--- src/rtl/id_ex_stage.sv ---
// Decode/operand stage: drives register-file read addresses, bypasses write-back,
// decodes control, and holds the result in an ID/EX register with load-use stall.
module id_ex_stage #(
  parameter int DATA_W = 32,
  parameter int REG_AW = 5,
  parameter int CNT_W  = 16
) (
  input  logic              clk,
  input  logic              rst,
  input  logic              in_valid,
  output logic              in_ready,
  input  logic [31:0]       instr,
  input  logic [DATA_W-1:0] pc,
  output logic [REG_AW-1:0] RA,
  output logic [REG_AW-1:0] RB,
  input  logic [DATA_W-1:0] busA,
  input  logic [DATA_W-1:0] busB,
  input  logic              wb_en,
  input  logic [REG_AW-1:0] wb_addr,
  input  logic [DATA_W-1:0] wb_data,
  input  logic              flush,
  output logic              out_valid,
  input  logic              out_ready,
  output logic [DATA_W-1:0] ex_a,
  output logic [DATA_W-1:0] ex_b,
  output logic [DATA_W-1:0] ex_imm,
  output logic [DATA_W-1:0] ex_pc,
  output logic [REG_AW-1:0] ex_rd,
  output logic [5:0]        ex_opcode,
  output logic [5:0]        ex_funct,
  output logic              ex_reg_write,
  output logic              ex_mem_read,
  output logic              ex_mem_write,
  output logic              ex_illegal,
  output logic [CNT_W-1:0]  bubble_cnt
);

  localparam logic [5:0] OP_RTYPE = 6'b000000;
  localparam logic [5:0] OP_ADDI  = 6'b001000;
  localparam logic [5:0] OP_LW    = 6'b100011;
  localparam logic [5:0] OP_SW    = 6'b101011;
  localparam logic [5:0] OP_BEQ   = 6'b000100;

  function automatic logic [DATA_W-1:0] sel_opnd(
    input logic [REG_AW-1:0] addr,
    input logic [DATA_W-1:0] bus,
    input logic              we,
    input logic [REG_AW-1:0] waddr,
    input logic [DATA_W-1:0] wdata
  );
    if (addr == '0)                 return '0;
    else if (we && (waddr == addr)) return wdata;
    else                            return bus;
  endfunction

  function automatic logic [CNT_W-1:0] sat_inc(input logic [CNT_W-1:0] v);
    return (&v) ? v : v + 1'b1;
  endfunction

  function automatic logic signed [DATA_W-1:0] sext16(input logic signed [15:0] v);
    return DATA_W'(v);
  endfunction

  logic [5:0]               w_op;
  logic [REG_AW-1:0]        w_rd;
  logic                     w_rw, w_mr, w_mw, w_ill, w_rb_used;
  logic                     w_hazard;
  logic                     w_in_ready;
  logic [DATA_W-1:0]        w_a, w_b;
  logic signed [DATA_W-1:0] w_imm;

  logic                     r_vld_p1;
  logic [DATA_W-1:0]        r_a_p1, r_b_p1, r_imm_p1, r_pc_p1;
  logic [REG_AW-1:0]        r_rd_p1;
  logic [5:0]               r_op_p1, r_fn_p1;
  logic                     r_rw_p1, r_mr_p1, r_mw_p1, r_ill_p1;
  logic [CNT_W-1:0]         r_bubble_cnt;

  assign w_op  = instr[31:26];
  assign RA    = REG_AW'(instr[25:21]);
  assign RB    = REG_AW'(instr[20:16]);
  assign w_a   = sel_opnd(RA, busA, wb_en, wb_addr, wb_data);
  assign w_b   = sel_opnd(RB, busB, wb_en, wb_addr, wb_data);
  assign w_imm = sext16(instr[15:0]);

  always_comb begin
    w_rd      = '0;
    w_rw      = 1'b0;
    w_mr      = 1'b0;
    w_mw      = 1'b0;
    w_ill     = 1'b0;
    w_rb_used = 1'b0;
    case (w_op)
      OP_RTYPE: begin
        w_rd      = REG_AW'(instr[15:11]);
        w_rw      = 1'b1;
        w_rb_used = 1'b1;
      end
      OP_ADDI: begin
        w_rd = REG_AW'(instr[20:16]);
        w_rw = 1'b1;
      end
      OP_LW: begin
        w_rd = REG_AW'(instr[20:16]);
        w_rw = 1'b1;
        w_mr = 1'b1;
      end
      OP_SW: begin
        w_mw      = 1'b1;
        w_rb_used = 1'b1;
      end
      OP_BEQ:  w_rb_used = 1'b1;
      default: w_ill     = 1'b1;
    endcase
  end

  // A load sitting in EX cannot yet supply its result to a dependent instruction
  assign w_hazard = r_vld_p1 && r_mr_p1 && (r_rd_p1 != '0) &&
                    ((r_rd_p1 == RA) || (w_rb_used && (r_rd_p1 == RB)));
  assign w_in_ready = flush ? 1'b1 : ((out_ready || !r_vld_p1) && !w_hazard);

  // ID -> EX boundary
  always_ff @(posedge clk) begin
    if (rst) begin
      r_vld_p1     <= 1'b0;
      r_a_p1       <= '0;
      r_b_p1       <= '0;
      r_imm_p1     <= '0;
      r_pc_p1      <= '0;
      r_rd_p1      <= '0;
      r_op_p1      <= '0;
      r_fn_p1      <= '0;
      r_rw_p1      <= 1'b0;
      r_mr_p1      <= 1'b0;
      r_mw_p1      <= 1'b0;
      r_ill_p1     <= 1'b0;
      r_bubble_cnt <= '0;
    end else if (flush) begin
      r_vld_p1 <= 1'b0;
    end else if (w_hazard && out_ready) begin
      r_vld_p1     <= 1'b0;
      r_bubble_cnt <= sat_inc(r_bubble_cnt);
    end else if (in_valid && w_in_ready) begin
      r_vld_p1 <= 1'b1;
      r_a_p1   <= w_a;
      r_b_p1   <= w_b;
      r_imm_p1 <= w_imm;
      r_pc_p1  <= pc;
      r_rd_p1  <= w_rd;
      r_op_p1  <= w_op;
      r_fn_p1  <= instr[5:0];
      r_rw_p1  <= w_rw;
      r_mr_p1  <= w_mr;
      r_mw_p1  <= w_mw;
      r_ill_p1 <= w_ill;
    end else if (out_ready && r_vld_p1) begin
      r_vld_p1 <= 1'b0;
    end
  end

  assign in_ready     = w_in_ready;
  assign out_valid    = r_vld_p1;
  assign ex_a         = r_a_p1;
  assign ex_b         = r_b_p1;
  assign ex_imm       = r_imm_p1;
  assign ex_pc        = r_pc_p1;
  assign ex_rd        = r_rd_p1;
  assign ex_opcode    = r_op_p1;
  assign ex_funct     = r_fn_p1;
  assign ex_reg_write = r_rw_p1;
  assign ex_mem_read  = r_mr_p1;
  assign ex_mem_write = r_mw_p1;
  assign ex_illegal   = r_ill_p1;
  assign bubble_cnt   = r_bubble_cnt;

endmodule
--- config.mk ---
export PLATFORM = sky130hd
export DESIGN_NAME = id_ex_stage
export DESIGN_NICKNAME = d
export VERILOG_FILES = /design/src/rtl/id_ex_stage.sv
export SDC_FILE = /design/constraint.sdc
export NUM_CORES = 1
export LEC_CHECK = 0
export CAP_MARGIN = 5
export CORE_AREA = 2 2 137 139
export DETAILED_ROUTE_END_ITERATION = 8
export DIE_AREA = 0 0 139 141
export PLACE_DENSITY = 0.76
export SETUP_SLACK_MARGIN = 0.15
export SLEW_MARGIN = 20
export SYNTH_ARGS = -nofsm -noshare
export SYNTH_HDL_FRONTEND = slang
export SYNTH_SLANG_ARGS = --single-unit
--- constraint.sdc ---
create_clock -name clk -period 2.6 [get_ports clk]
set_clock_uncertainty 0.1 [all_clocks]
set_input_delay 0.39 -clock clk [delete_from_list [all_inputs] [get_ports clk]]
set_output_delay 0.39 -clock clk [all_outputs]
set_load 0.01 [all_outputs]
Fig. 1: clock nets
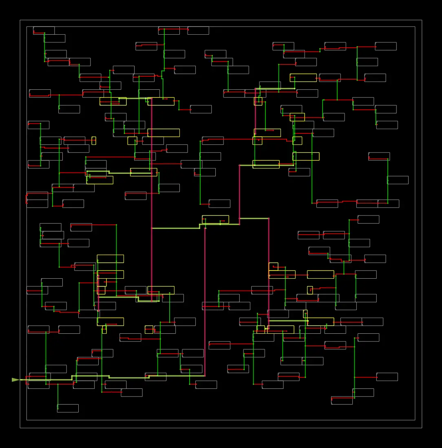
clock buffer count: 21
CTS Sinks: 144
clk_lat worst skew: 420 ps

Fig. 2: cells by drive strength
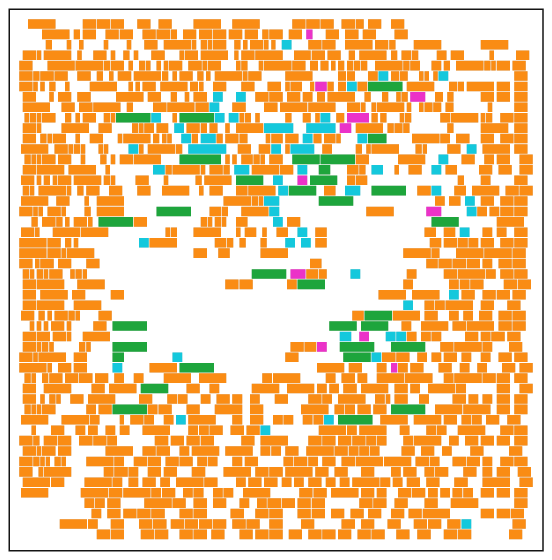
colour	size	cells	share
green	_6 and larger	32	3.0%
orange	_0 and _1 cells	984	91%
cyan	_3 and _4 cells	56	5.2%
magenta	_2 cells	11	1.0%

==> impl_metrics.yaml <==
# physical design summary
grt:
  overflow: 0
  grt_max_degree: 71
  antenna_found_initial: 0
  grt_pass1_vias: 6567
  grt_pass1_wl_mm: 36.5
  gr-usage-all-layers: 0.236
cells_and_area:
  final_nets: 1242
  area_delta_synth_final_pct: 65.7
  mostFrequentLayoutCells: "clkdlybuf4s50_1, dfxtp_1, nand2_1"
  design_area_sq_um: 11100
  final_common_cell: "clkdlybuf4s50_1"
  instances_no_fill: 1317
  fin_util: 0.606
  drive_above_1_share: 0.0914
  antennaDiodeCount: 0
power_and_ir_drop:
  power_switching_mw: 1.50
  p_per_area_nw_per_um2: 520
  p_clk_frac: 0.409
  p_int_mw: 4.26
  pwr-share-comb: 0.181
  power_leakage_nw: 3.83
  peakVddDrop_mv: 0.466
  seq_power_share: 0.410
  switching_share: 0.260
clock_tree:
  htreeDepth: 4
  cts_made_buffers: 17
  cts_buffer_depth: 2
  cts_tree: "done"
  cts.reportedPaths.clkPinSlew_ps: 60
  root_buffer: "clkbuf_16"
  hold_buffers: 0
placement:
  gp_congestion: 0.839
  placed_area_sq_um: 10500
  dp.cells: 1284
  numPortBuffers: 347
  hpwl_mm: 17.5
routing:
  drc: 0
  met1_length_mm: 9.90
  wl_met3_mm: 1.80
  first_iter_violations: 358
  finalWirelength_mm: 23.7
  ant_nets: 0
  firstDrtPassIters: 4
  wl_met2_mm: 11.5
  vias: 6684
  vias_per_cell: 5.08
  top_layer_used: "met4"
  wl_per_cell_um: 18.0
synthesis:
  synth-edff-count: 0
  netlist_area_sq_um: 6680
  ys_chip_area_sq_um: 6680
  synthFlopType: "dfxtp_1"
  synthArstFlopShare: 0
  ys_seq_frac: 0.431
  ys.flops: 144
  ys_types: 42
  avgSynthCellArea_sq_um: 8.96
  ys.warnings.count: 0
  synth_nets: 918
  synthCells: 746
  yosys_cells: 746
die:
  die_area_sq_um: 19600
  core_sq_um: 18300
  fp_util: 0.366
  die_h_um: 141
  die_width_um: 139
  rows: 50
  num_io_pins: 348
worst_hold_path:
  hold_end: "bubble_cnt[7]"
  hold_class: "in -> reg"
  worstHoldStart: "rst"
  hold_depth: 2
worst_setup_path:
  cp.required_ps: 2110
  cp_max_fo: 3
  end_kind: "output pin"
  ff2ff_path_depth: 7
  rrSetupSlack_ps: 220
  crit_chain: "clkdlybuf4s50_1 > or4_4 > o2bb2ai_4 > and4_4 > o31ai_4 > buf_2"
  timing.rr.end: "bubble_cnt[15]"
  cp.arrival_ps: 2050
  cpPeakStageDelay_ps: 560
  setup.worst_path.start_class: "primary input"
  worstReg2RegStart: "bubble_cnt[0]"
  crit_path_top_delay_cell: "or4_4"
  crit_type: "in -> out"
timing:
  setup_viol: 0
  fin_crit_sh: 0.976
  relSlewSlack: 0.494
  worstMarginPinSlew_ps: 754
  min_period_ps: 2540
  fmax_mhz: 394
  hold_viol: 0
  slew_viol_final: 0
  rsz0062_at_grt: "true"
flow_run:
  warnings: 28
  max_cap_viol_count: 0
run_status:
  status: "finished clean"
Fig. 3: placed cells, one colour a class
Scale bar: 50 um. Fill, decap, tap and diode cells in grey.
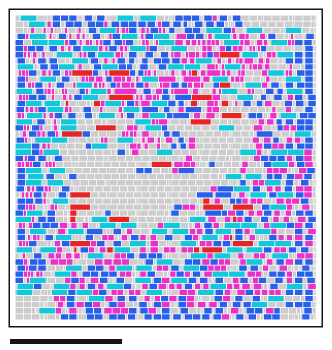
colour	class	cells	share of their area
red	clock drivers and dummy loads	32	5.2%
blue	remaining buffers and delay cells	398	37%
magenta	combinational and other logic	509	31%
cyan	sequential cells	144	27%

## worst max-delay path by stage
stage	start	end	depth (start not counted)	slack, ps
5_1_grt	ex_rd[4]	in_ready	5	20
2_1_floorplan	bubble_cnt[0]	bubble_cnt[11]	9	330
6_report	instr[31]	in_ready	6	60
3_3_place_gp	instr[29]	in_ready	7	-270
4_1_cts	ex_rd[4]	in_ready	5	40
3_5_place_dp	instr[29]	in_ready	7	-280
## worst max-delay path: cells and delay by family
family	cells	cell delay, ps
buffers and inverters	2	580
and+or+nand+nor	2	840
AOI/OAI and AO/OA	2	230
## what timing repair did
action | 4_1_cts | 5_1_grt
gates resized | 9 | 1
endpoints found under the setup margin | 1 | 18
buffers inserted | 0 | 1
pin swaps | 1 | 1
## layer usage
layer  GRT usage  vias up
met2       0.402      272
met5           0        -
met3      0.0690       34
met4      0.0771        0
met1       0.287     3097
li1            -     3281
## synthesized netlist by cell type (all sizes together) (2+ instances only)
cell type	n	share of area
or4	7	0.0084
a221oi	5	0.0066
mux2i	66	0.099
o21bai	2	0.0022
and4	2	0.0030
xor2	17	0.022
and3	7	0.0066
or3	7	0.0066
nand2	114	0.064
o21ai	7	0.0058
nor3	13	0.0097
nand3	6	0.0045
o31ai	69	0.077
nand4	7	0.0066
buf	56	0.054
nor3b	2	0.0022
dfxtp	144	0.43
nor2b	2	0.0019
a21oi	70	0.052
xnor2	6	0.0079
nor2	16	0.0090
nand2b	3	0.0028
inv	5	0.0028
clkbuf	37	0.021
nand3b	64	0.072
nor4	2	0.0019
## cell families after synthesis
logic type	count (synthesis)	share of synthesized area
AND-OR/OR-AND	160	0.158
XOR/XNOR	23	0.0301
adder cells (fa/ha/maj)	1	0.00187
buffers and inverters	98	0.0779
flip-flops	144	0.431
multiplexers	67	0.101
AND/OR/NAND/NOR	253	0.200
## flip-flops by register name (all words and copies together), names as in the netlist
name and count:
ex_imm 16, ex_opcode 6, ex_mem_write 1, ex_mem_read 1
ex_a 32, ex_reg_write 1, ex_rd 5, out_valid 1
ex_pc 32, bubble_cnt 16, ex_b 32, ex_illegal 1
## metrics by stage
| step | hold WS (ps) | power (mW) | setup TNS (ps) | worst slack [ps] |
|---|---|---|---|---|
| floorplan | 376 | 2.79 | 0 | 335 |
| global placement | 340 | 3.44 | -12160 | -274 |
| detailed placement | 347 | 3.45 | -19020 | -279 |
| CTS | 226 | 5.81 | 0 | 36.7 |
| global route | 247 | 5.98 | 0 | 21.7 |
| finish | 238 | 5.76 | 0 | 62.3 |
## power groups by stage
stage	Sequential, mW	Combinational [mW]	Clock (mW)
finish	2.36	1.04	2.36
global route	2.37	1.11	2.50
CTS	2.36	1.05	2.40
detailed placement	2.41	1.04	0
global placement	2.40	1.03	0
floorplan	2.45	0.339	0
## cell type report
type	count	area (sq um)
fill	1642	7190
timing repair buffer	398	3990
multi-input combinational	504	3340
sequential	144	2880
clock buffer	21	450
tap	234	293
clock inverter	11	109
inverter	5	18.8
Power and IR drop assume default switching activity.
